Fig. 1: I/O pins on the die edge
The bar under the picture is 20 um long. Pins as bars across the die edge, other pins in gray.
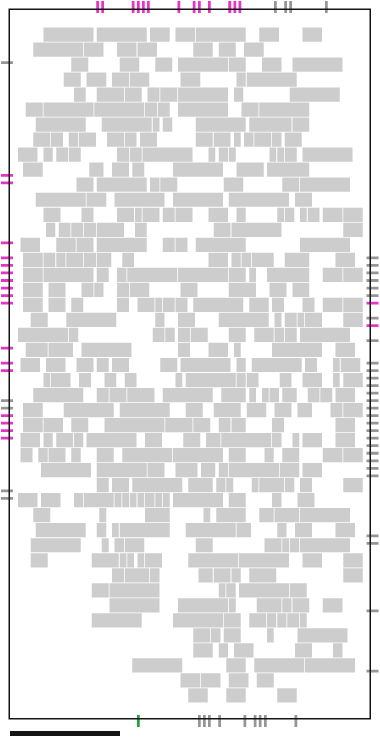
Fig. 2: sizing map
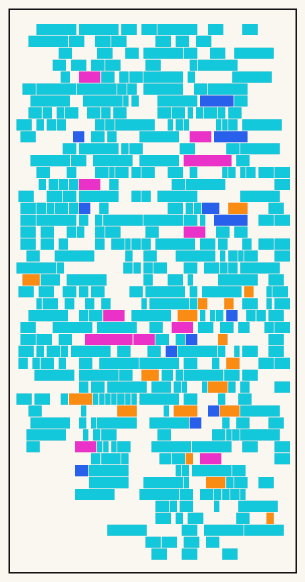
Fig. 3: placement view
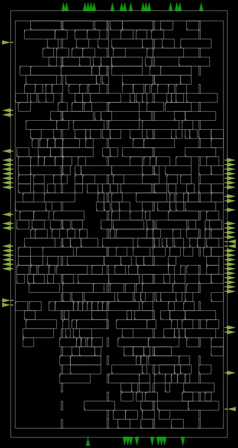
Fig. 4: close-up of the layout
Window x 39 to 59, y 86 to 106 um. Cells in gray, sequential cells in the stronger gray; small squares are vias.
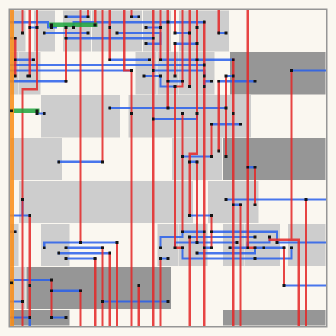
**src/rtl/pipeline_stall_ctrl_if.sv**
```systemverilog
// Hazard inputs and pipeline control outputs shared between the stall sequencer and the core.
// The master modport is the sequencer; the slave modport is the pipeline that obeys it.
interface pipeline_stall_ctrl_if #(
  parameter int CNT_W = 32
);
  logic             mem_valid;
  logic             mem_is_ldst;
  logic             dmem_ready;
  logic             branch_taken;
  logic             load_use_hazard;
  logic             pc_enable;
  logic             if_id_enable;
  logic             if_id_flush;
  logic             id_ex_enable;
  logic             id_ex_flush;
  logic             ex_mem_enable;
  logic             mem_wb_bubble;
  logic             bus_error;
  logic [CNT_W-1:0] stall_cycles;
  logic [CNT_W-1:0] flush_count;

  modport master (
    input  mem_valid, mem_is_ldst, dmem_ready, branch_taken, load_use_hazard,
    output pc_enable, if_id_enable, if_id_flush, id_ex_enable, id_ex_flush,
           ex_mem_enable, mem_wb_bubble, bus_error, stall_cycles, flush_count
  );

  modport slave (
    output mem_valid, mem_is_ldst, dmem_ready, branch_taken, load_use_hazard,
    input  pc_enable, if_id_enable, if_id_flush, id_ex_enable, id_ex_flush,
           ex_mem_enable, mem_wb_bubble, bus_error, stall_cycles, flush_count
  );
endinterface

```
**src/rtl/pipeline_stall_ctrl.sv**
```systemverilog
// Stall/flush sequencer for the 5-stage core: memory wait > taken branch > load-use, with a bounded
// memory wait (registered bus_error pulse) and saturating stall/flush counters.
module pipeline_stall_ctrl #(
  parameter int DMEM_TIMEOUT = 64,
  parameter int CNT_W        = 32
) (
  input  logic                  clk,
  input  logic                  rst_n,
  pipeline_stall_ctrl_if.master ctl
);

  localparam int WC_W = (DMEM_TIMEOUT > 1) ? $clog2(DMEM_TIMEOUT) : 1;
  localparam logic [WC_W-1:0] WC_LAST = (DMEM_TIMEOUT == 0) ? '0 : WC_W'(DMEM_TIMEOUT - 1);

  typedef enum logic {RUN, MEM_WAIT} state_e;

  state_e           state_q, state_d;
  logic [WC_W-1:0]  wait_cnt_q, wait_cnt_d;
  logic             bus_error_q;
  logic [CNT_W-1:0] stall_cycles_q, flush_count_q;

  logic timeout_hit;
  logic mem_stall;
  logic branch_flush;
  logic pc_en, if_id_en, if_id_fl, id_ex_en, id_ex_fl, ex_mem_en, bubble;

  assign timeout_hit = (DMEM_TIMEOUT != 0) && (state_q == MEM_WAIT) &&
                       (wait_cnt_q == WC_LAST) && !ctl.dmem_ready;
  assign mem_stall   = ctl.mem_valid && ctl.mem_is_ldst && !ctl.dmem_ready && !timeout_hit;

  always_comb begin
    state_d      = state_q;
    wait_cnt_d   = '0;
    branch_flush = 1'b0;
    pc_en        = 1'b1;
    if_id_en     = 1'b1;
    if_id_fl     = 1'b0;
    id_ex_en     = 1'b1;
    id_ex_fl     = 1'b0;
    ex_mem_en    = 1'b1;
    bubble       = 1'b0;

    case (state_q)
      RUN: begin
        if (mem_stall) state_d = MEM_WAIT;
      end
      MEM_WAIT: begin
        if (ctl.dmem_ready || timeout_hit) state_d = RUN;
        else                               wait_cnt_d = wait_cnt_q + WC_W'(1);
      end
      default: state_d = RUN;
    endcase

    // A branch seen while EX is frozen is held off; it reappears and flushes on release.
    if (mem_stall) begin
      pc_en     = 1'b0;
      if_id_en  = 1'b0;
      id_ex_en  = 1'b0;
      ex_mem_en = 1'b0;
      bubble    = 1'b1;
    end else if (ctl.branch_taken) begin
      if_id_fl     = 1'b1;
      id_ex_fl     = 1'b1;
      branch_flush = 1'b1;
    end else if (ctl.load_use_hazard) begin
      pc_en    = 1'b0;
      if_id_en = 1'b0;
      id_ex_fl = 1'b1;
    end
  end

  always_ff @(posedge clk or negedge rst_n) begin
    if (!rst_n) begin
      state_q        <= RUN;
      wait_cnt_q     <= '0;
      bus_error_q    <= 1'b0;
      stall_cycles_q <= '0;
      flush_count_q  <= '0;
    end else begin
      state_q     <= state_d;
      wait_cnt_q  <= wait_cnt_d;
      bus_error_q <= timeout_hit;
      if (!pc_en && (stall_cycles_q != '1)) stall_cycles_q <= stall_cycles_q + CNT_W'(1);
      if (branch_flush && (flush_count_q != '1)) flush_count_q <= flush_count_q + CNT_W'(1);
    end
  end

  // Controls are gated by rst_n so the pipe is fully held while reset is asserted.
  assign ctl.pc_enable     = rst_n & pc_en;
  assign ctl.if_id_enable  = rst_n & if_id_en;
  assign ctl.if_id_flush   = rst_n & if_id_fl;
  assign ctl.id_ex_enable  = rst_n & id_ex_en;
  assign ctl.id_ex_flush   = rst_n & id_ex_fl;
  assign ctl.ex_mem_enable = rst_n & ex_mem_en;
  assign ctl.mem_wb_bubble = rst_n & bubble;
  assign ctl.bus_error     = bus_error_q;
  assign ctl.stall_cycles  = stall_cycles_q;
  assign ctl.flush_count   = flush_count_q;

endmodule

```
**src/flat_wrapper.sv**
```systemverilog
// flat-port wrapper written by rule: the top's interface ports become plain ports
module pipeline_stall_ctrl_flat 
#(
  parameter int DMEM_TIMEOUT = 64,
  parameter int CNT_W        = 32
)
  (clk, rst_n, ctl_mem_valid, ctl_mem_is_ldst, ctl_dmem_ready, ctl_branch_taken, ctl_load_use_hazard, ctl_pc_enable, ctl_if_id_enable, ctl_if_id_flush, ctl_id_ex_enable, ctl_id_ex_flush, ctl_ex_mem_enable, ctl_mem_wb_bubble, ctl_bus_error, ctl_stall_cycles, ctl_flush_count);
  pipeline_stall_ctrl_if #(.CNT_W(CNT_W)) ctl_i ();
  input  logic clk;
  input  logic rst_n;
  input wire logic [$bits(ctl_i.mem_valid)-1:0] ctl_mem_valid;
  input wire logic [$bits(ctl_i.mem_is_ldst)-1:0] ctl_mem_is_ldst;
  input wire logic [$bits(ctl_i.dmem_ready)-1:0] ctl_dmem_ready;
  input wire logic [$bits(ctl_i.branch_taken)-1:0] ctl_branch_taken;
  input wire logic [$bits(ctl_i.load_use_hazard)-1:0] ctl_load_use_hazard;
  output wire logic [$bits(ctl_i.pc_enable)-1:0] ctl_pc_enable;
  output wire logic [$bits(ctl_i.if_id_enable)-1:0] ctl_if_id_enable;
  output wire logic [$bits(ctl_i.if_id_flush)-1:0] ctl_if_id_flush;
  output wire logic [$bits(ctl_i.id_ex_enable)-1:0] ctl_id_ex_enable;
  output wire logic [$bits(ctl_i.id_ex_flush)-1:0] ctl_id_ex_flush;
  output wire logic [$bits(ctl_i.ex_mem_enable)-1:0] ctl_ex_mem_enable;
  output wire logic [$bits(ctl_i.mem_wb_bubble)-1:0] ctl_mem_wb_bubble;
  output wire logic [$bits(ctl_i.bus_error)-1:0] ctl_bus_error;
  output wire logic [$bits(ctl_i.stall_cycles)-1:0] ctl_stall_cycles;
  output wire logic [$bits(ctl_i.flush_count)-1:0] ctl_flush_count;
  assign ctl_i.mem_valid = ctl_mem_valid;
  assign ctl_i.mem_is_ldst = ctl_mem_is_ldst;
  assign ctl_i.dmem_ready = ctl_dmem_ready;
  assign ctl_i.branch_taken = ctl_branch_taken;
  assign ctl_i.load_use_hazard = ctl_load_use_hazard;
  assign ctl_pc_enable = ctl_i.pc_enable;
  assign ctl_if_id_enable = ctl_i.if_id_enable;
  assign ctl_if_id_flush = ctl_i.if_id_flush;
  assign ctl_id_ex_enable = ctl_i.id_ex_enable;
  assign ctl_id_ex_flush = ctl_i.id_ex_flush;
  assign ctl_ex_mem_enable = ctl_i.ex_mem_enable;
  assign ctl_mem_wb_bubble = ctl_i.mem_wb_bubble;
  assign ctl_bus_error = ctl_i.bus_error;
  assign ctl_stall_cycles = ctl_i.stall_cycles;
  assign ctl_flush_count = ctl_i.flush_count;
  pipeline_stall_ctrl #(.DMEM_TIMEOUT(DMEM_TIMEOUT), .CNT_W(CNT_W)) u_core (.clk(clk), .rst_n(rst_n), .ctl(ctl_i));
endmodule
```
**config.mk**
```make
export PLATFORM = sky130hd
export DESIGN_NAME = pipeline_stall_ctrl_flat
export DESIGN_NICKNAME = d
export VERILOG_FILES = /design/src/rtl/pipeline_stall_ctrl_if.sv /design/src/rtl/pipeline_stall_ctrl.sv /design/src/flat_wrapper.sv
export SDC_FILE = /design/constraint.sdc
export NUM_CORES = 1
export LEC_CHECK = 0
export CAP_MARGIN = 20
export CORE_ASPECT_RATIO = 2
export CORE_UTILIZATION = 45
export CTS_BUF_LIST = sky130_fd_sc_hd__clkbuf_8
export CTS_CLUSTER_DIAMETER = 100
export DETAILED_ROUTE_END_ITERATION = 12
export HOLD_SLACK_MARGIN = 0.15
export PLACE_DENSITY = 0.72
export SETUP_SLACK_MARGIN = 0.2
export SYNTH_ARGS = -nofsm -noshare
export SYNTH_HDL_FRONTEND = slang
export SYNTH_SLANG_ARGS = --single-unit
```
**constraint.sdc**
```tcl
create_clock -name clk -period 4.9 [get_ports clk]
set_input_delay 1.47 -clock clk [delete_from_list [all_inputs] [get_ports clk]]
set_output_delay 1.47 -clock clk [all_outputs]
set_load 0.005 [all_outputs]
```
==> flow_summary.yaml <==
# implementation run metrics
timing:
  slew_headroom_pct: 54.8
  final.setup.worst_slack_ns: 0.352
  setup_violations: 0
  final_max_slew_viol_count: 0
route:
  drt_pass1_iterations: 4
  drt-vias-per-instance: 5.48
  initialDrtViolationCount: 166
clock_tree:
  cts_setup_buffers: 0
  cts_made_buffers: 9
  clkLatencyLatePin_ns: 0.35
  cts_buffer_depth: 2
  path_clk_slew_ns: 0.07
  postCtsHoldBufs: 0
global_route:
  grt_max_degree: 35
  grt_overflow_total: 0
synthesis:
  syn_avg_cell_area_sq_um: 11.0
  ys_ff: 72
  synth_chip_area_sq_mm: 0.00358
  synthTopCellsByCount: "dfrtp_1 (72), xnor2_1 (37), xor2_1 (29)"
  synth_cell_types: 37
  top_area_share_pct: 50.3
  ys_async_sr_fraction_pct: 100
  edf_count: 0
hold_path:
  min_path_cells: 1
  hold_end: "u_core.wait_cnt_q[0]"
  hold_path.class: "flop to flop"
final_layout:
  fill_cells: 682
  regArea_sq_mm: 0.00180
  numSequentialCells: 72
  logic_area_sq_mm: 0.00166
  n_clock_buffer: 9
  final-clk-cell-share_pct: 4.75
  fin_area_sq_mm: 0.00463
  comb_area_share_pct: 35.9
setup_path:
  r2r_end: "u_core.ctl.stall_cycles[1]"
  crit_end: "ctl_id_ex_flush"
  crit_chain: "clkdlybuf4s50_1 -> inv_1 -> o2111ai_2 -> and2_1 -> o21a_1 -> clkdlybuf4s50_1"
  slowest_stage: "clkdlybuf4s50_1"
  crit_start: "ctl_dmem_ready"
  cp_max_fo: 4
  cp_common_cell: "clkdlybuf4s50_1"
  r2r_start: "u_core.ctl.stall_cycles[0]"
power:
  p_per_area_mw_per_mm2: 325
  vdd_drop_max_v: 0.000211
  total_power_mw: 1.51
  total_leakage_power_nw: 2.07
run_status:
  outcome: "finished, final reports clean"
placement:
  gp_congestion: 0.787
  numPortBuffers: 78
  placed_area_sq_mm: 0.00441
  place_hpwl_mm: 6.15
  dp_slack_ns: 0.360
floorplan:
  dieHeight_um: 128
-- Fig. 1 (at the start) --
color	port	pins	direction	edge
green	ctl_dmem_ready	1	input	south
magenta	ctl_stall_cycles	32	output	17 west, 13 north, 2 east
all pins by edge	30 east, 22 west, 17 north, 10 south

-- Fig. 2 (at the start) --
color	size	cells	share
magenta	_6 and larger	11	2.7%
cyan	_0 and _1 cells	372	90%
blue	_3 and _4 cells	12	2.9%
orange	_2 cells	17	4.1%

-- Fig. 3 (at the start) --
Seq area share: 38.9%
Final Util: 60.5%
Tap Cells: 94
num rows: 45

-- Fig. 4 (at the start) --
color	layer
orange	metal 4
blue	metal 1
green	metal 3
red	metal 2
cells with their middle in the window	24
sequential cells in the window	3
netlist names of flops here include	u_core.ctl.flush_count (3)
most frequent	inv_1 (3), dfrtp_1 (3)

## logic make-up (layout without fill, tap and decap cells)
| group | count (synthesis) | after routing | share of synthesized area, % |
|---|---|---|---|
| fa+ha+maj | 3 | 3 | 1.05 |
| buf+inv | 19 | 104 | 3.28 |
| mux | 2 | 2 | 0.628 |
| flops | 72 | 72 | 50.3 |
| simple gates | 158 | 158 | 27.0 |
| xor+xnor | 66 | 66 | 16.1 |
| compound gates | 7 | 7 | 1.68 |
## report_power, final
group	switching (mW)	internal, mW
Clock	0.232	0.286
Sequential	0.0770	0.651
Combinational	0.101	0.160
## critical path: cells and delay by family
family,cells,cell delay (ns)
AND-OR/OR-AND,2,0.24
buffers and inverters,3,1.13
AND/OR/NAND/NOR,1,0.23
## layer usage
metal | share of wire (%) | vias to the layer above | GRT usage, %
li1 | - | 1315 | -
met1 | 38 | 1360 | 23.8
met2 | 55 | 86 | 38.2
met3 | 5.3 | 11 | 5.78
met4 | 1.9 | 0 | 10.2
met5 | 0 | - | 0
## sequential cells by signal, summed over array words and instances (netlist names)
register                 flops
u_core.ctl.stall_cycles     32
u_core.wait_cnt_q            6
u_core.state_q               1
u_core.ctl.bus_error         1
u_core.ctl.flush_count      32
## placed cells by master, fill, tap and decap left out, types with 6 or more instances in the layout
master           count
and4_1               9
nand2_1             19
dfrtp_1             72
xor2_1              29
inv_1                6
clkdlybuf4s50_1     77
nand4_1             20
xnor2_1             37
and3_1              24
nand3_1             28
nor3_1              17
nor2_1              16
clkbuf_8             9
No activity file was given, so power comes from the tool's default toggle rates.
